File: src/rtl/arb_pkg.sv
// arb_pkg: shared widths and FSM state encoding for the round-robin arbiter.
package arb_pkg;
    localparam int N_REQ = 8;
    localparam int IDX_W = 3;
    typedef enum logic {ST_IDLE, ST_GRANT} state_t;
endpackage

File: src/rtl/rr_arbiter_8_if.sv
// rr_arbiter_8_if: request vector and grant outputs between requesters and arbiter.
interface rr_arbiter_8_if;
    import arb_pkg::*;
    logic [N_REQ-1:0] req;
    logic [IDX_W-1:0] gnt_idx;
    logic gnt_valid;
    logic timeout;
    modport master (output req, input gnt_idx, gnt_valid, timeout);
    modport slave (input req, output gnt_idx, gnt_valid, timeout);
endinterface

File: src/rtl/rr_pick.sv
// rr_pick: rotating-priority first-set-bit search starting at ptr.
module rr_pick
    import arb_pkg::*;
(
    input  logic [N_REQ-1:0] req,
    input  logic [IDX_W-1:0] ptr,
    output logic [IDX_W-1:0] idx,
    output logic any
);
    logic [N_REQ-1:0] rot;
    logic [IDX_W-1:0] off;
    always_comb begin
        rot = N_REQ'({req, req} >> ptr);
        off = '0;
        for (int i = N_REQ - 1; i >= 0; i--) off = rot[i] ? IDX_W'(i) : off;
    end
    assign idx = ptr + off;
    assign any = |req;
endmodule

File: src/rtl/rr_arbiter_8.sv
// rr_arbiter_8: eight-way round-robin arbiter with registered grant index.
// Optional forced-release hold limit compiled in with ARB_TIMEOUT_EN.
module rr_arbiter_8
    import arb_pkg::*;
#(
    parameter int MAX_HOLD = 16
) (
    input logic clk,
    input logic rst,
    rr_arbiter_8_if.slave bus
);
    if (MAX_HOLD < 1 || MAX_HOLD > 255) begin : g_bad_hold
        $error("MAX_HOLD out of range");
    end
    state_t state, state_n;
    logic [IDX_W-1:0] ptr, ptr_n, gnt_idx, idx_n, pick_idx;
    logic pick_any, expire;
    rr_pick u_pick (.req(bus.req), .ptr(ptr), .idx(pick_idx), .any(pick_any));
`ifdef ARB_TIMEOUT_EN
    logic [7:0] cnt;
    logic timeout;
    // cnt equals the number of GRANT edges already survived, so expiry is one short of MAX_HOLD
    assign expire = cnt == 8'(MAX_HOLD - 1);
    always_ff @(posedge clk) begin
        cnt <= (rst || state == ST_IDLE) ? '0 : cnt + 8'd1;
        timeout <= !rst && state == ST_GRANT && bus.req[gnt_idx] && expire;
    end
    assign bus.timeout = timeout;
`else
    assign expire = 1'b0;
    assign bus.timeout = 1'b0;
`endif
    always_comb begin
        state_n = state;
        ptr_n = ptr;
        idx_n = gnt_idx;
        if (state == ST_IDLE) begin
            state_n = pick_any ? ST_GRANT : ST_IDLE;
            idx_n = pick_any ? pick_idx : gnt_idx;
        end else if (!bus.req[gnt_idx] || expire) begin
            state_n = ST_IDLE;
            ptr_n = gnt_idx + IDX_W'(1);
        end
    end
    always_ff @(posedge clk) begin
        if (rst) begin
            state <= ST_IDLE;
            ptr <= '0;
            gnt_idx <= '0;
        end else begin
            state <= state_n;
            ptr <= ptr_n;
            gnt_idx <= idx_n;
        end
    end
    assign bus.gnt_idx = gnt_idx;
    assign bus.gnt_valid = state == ST_GRANT;
endmodule

File: src/flat_wrapper.sv
// flat-port wrapper written by rule: the top's interface ports become plain ports
module rr_arbiter_8_flat import arb_pkg::*;
#(
    parameter int MAX_HOLD = 16
)
  (clk, rst, bus_req, bus_gnt_idx, bus_gnt_valid, bus_timeout);
  rr_arbiter_8_if bus_i ();
  input logic clk;
  input logic rst;
  input wire logic [$bits(bus_i.req)-1:0] bus_req;
  output wire logic [$bits(bus_i.gnt_idx)-1:0] bus_gnt_idx;
  output wire logic [$bits(bus_i.gnt_valid)-1:0] bus_gnt_valid;
  output wire logic [$bits(bus_i.timeout)-1:0] bus_timeout;
  assign bus_i.req = bus_req;
  assign bus_gnt_idx = bus_i.gnt_idx;
  assign bus_gnt_valid = bus_i.gnt_valid;
  assign bus_timeout = bus_i.timeout;
  rr_arbiter_8 #(.MAX_HOLD(MAX_HOLD)) u_core (.clk(clk), .rst(rst), .bus(bus_i));
endmodule
File: config.mk
export PLATFORM = sky130hd
export DESIGN_NAME = rr_arbiter_8_flat
export DESIGN_NICKNAME = d
export VERILOG_FILES = /design/src/rtl/arb_pkg.sv /design/src/rtl/rr_arbiter_8_if.sv /design/src/rtl/rr_pick.sv /design/src/rtl/rr_arbiter_8.sv /design/src/flat_wrapper.sv
export SDC_FILE = /design/constraint.sdc
export NUM_CORES = 1
export LEC_CHECK = 0
export ABC_AREA = 1
export CORE_UTILIZATION = 38
export CTS_BUF_LIST = sky130_fd_sc_hd__clkbuf_8 sky130_fd_sc_hd__clkbuf_16
export CTS_CLUSTER_DIAMETER = 30
export CTS_CLUSTER_SIZE = 10
export DETAILED_ROUTE_END_ITERATION = 8
export RECOVER_POWER = 50
export SLEW_MARGIN = 0
export SYNTH_ARGS = -nofsm -noshare
export SYNTH_HDL_FRONTEND = slang
export SYNTH_SLANG_ARGS = --single-unit
export TNS_END_PERCENT = 20
File: constraint.sdc
create_clock -name clk -period 2.95 [get_ports clk]
set_input_delay 0.7375 -clock clk [delete_from_list [all_inputs] [get_ports clk]]
set_output_delay 0.7375 -clock clk [all_outputs]
set_load 0.02 [all_outputs]
Fig. 1: cells colored by class
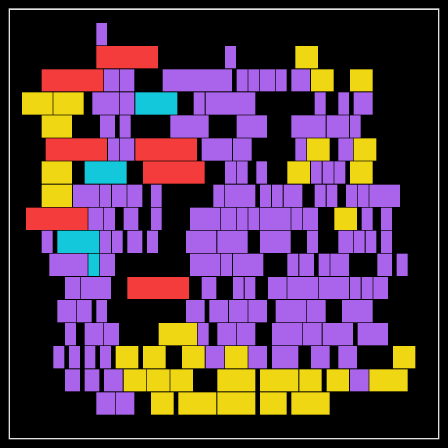
class	color	cells	share of their area
clock drivers and dummy loads	cyan	4	3.6%
all other logic	purple	134	62%
other buffers and delay cells	yellow	32	23%
flip-flops	red	7	11%

Fig. 2: routing congestion
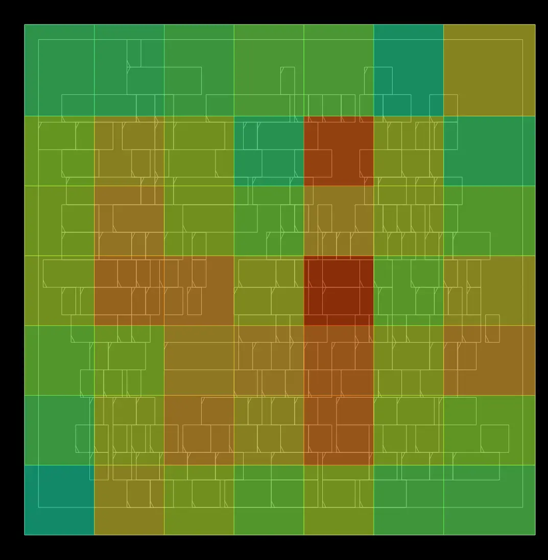
average routed wire per standard cell: 11.9 um
Final Util: 0.587
GRT Total Usage: 0.214

Fig. 3: wires at chosen ports, followed through buffers
The bar under the picture is 20 um long.
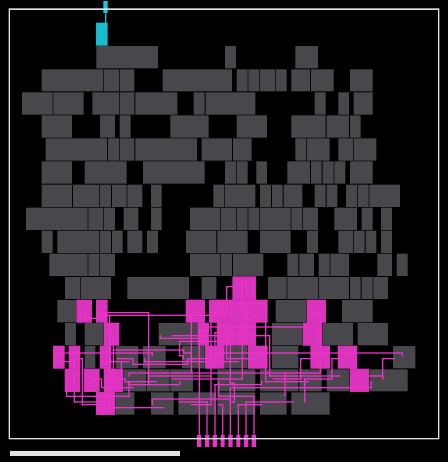
port	color	bits	direction	edge	end cells	buffers	wire
`bus_timeout`	cyan	1	output	top	1	0	1.50 um
`bus_req`	magenta	8	input	bottom	26	19	484 um

==> GITHUB_STEP_SUMMARY <==
### Metrics collected by this job

| Metric | Value |
|---|---|
| Clock insertion delay at the later pin of the skew report | 0.22 ns |
| Commonest Layout Cell | nand2_1 |
| Largest class | combinational gates |
| Sequential fraction of design power | 0.200 |
| Worst-case clock buffer depth | 2 |
| Logic area | about 740 um2 |
| WHS | 0.605 ns |
| Critical Path AT | 2.84 ns |
| EDFF count, synth | 0 |
| Reg2reg start | u_core.ptr[1] |
| Switching share of power | 0.481 |
| Finished Layout Cells | about 210 |
| Final worst-path setup slack | 0.211 ns |
| GR Util met2 | 0.380 |
| Comb group | ~660 uW |
| Met3 Use GR | 0.0273 |
| Yosys cell count | 145 |
| Vias in the first global route | 1038 |
| Clock-cell share of area | 0.0347 |
| Slowest stage delay, CP | roughly 0.4 ns |
| Core Rows | 17 |
| Post-CTS setup buffers | 0 |
| Syn_area_per_cell | 6.15 um2 |
| Bufs and invs on worst path | 2 |
| Logic pwr share | 0.669 |
| Die footprint | about 0.0025 mm2 |
| Drt pass-1 iters | 4 |
| RR Endpoint | u_core.bus.gnt_idx[2] |
| GRT Residual Overflow | 0 |
| Wire length on met3 | 26 um |
| Crit path capture type | flop |
| Area leader, netlist | nand2_1 |
| Syn Inst Count | approximately 150 |
| Sequential cell area | 140 um2 |
| Psw | about 480 uW |
| Synth logic family | simple AND/OR/NAND/NOR gates |
| Crit path max-delay family | simple AND/OR/NAND/NOR gates |
| Seq_cells | 7 |
| CP max stage cell | fa_2 |
| Worst Hold Endpoint | u_core.ptr[2] |
| Sequential element share of the synthesized area | 0.157 |
| Detailed Route Iter0 Violations | 15 |
| Main area contributors | nand2_1 19%, dfxtp_1 16%, nand3_1 11% |
| Core Box Area | roughly 0.0022 mm2 |
| Sinks on Clock Net | 7 |
| Non-clock buffer count | 32 |
| Ys async rst share | 0 |
| Setup TNS | 0 ns |
| Run status | completed |
| Clock group | between 100 and 150 uW |
| Top power group | combinational logic |
| HP Class | flop to flop |
| Startpoint types | input port |
| Placed inst area | around 0.0012 mm2 |
| Critical Path Stages | 18 |
| Largest net degree at the start of global routing | 12 |
| Critical Path Source | bus_req[5] |
| # IOs | 15 |
Power figures rest on the tool's default switching activity, not on a simulated workload.
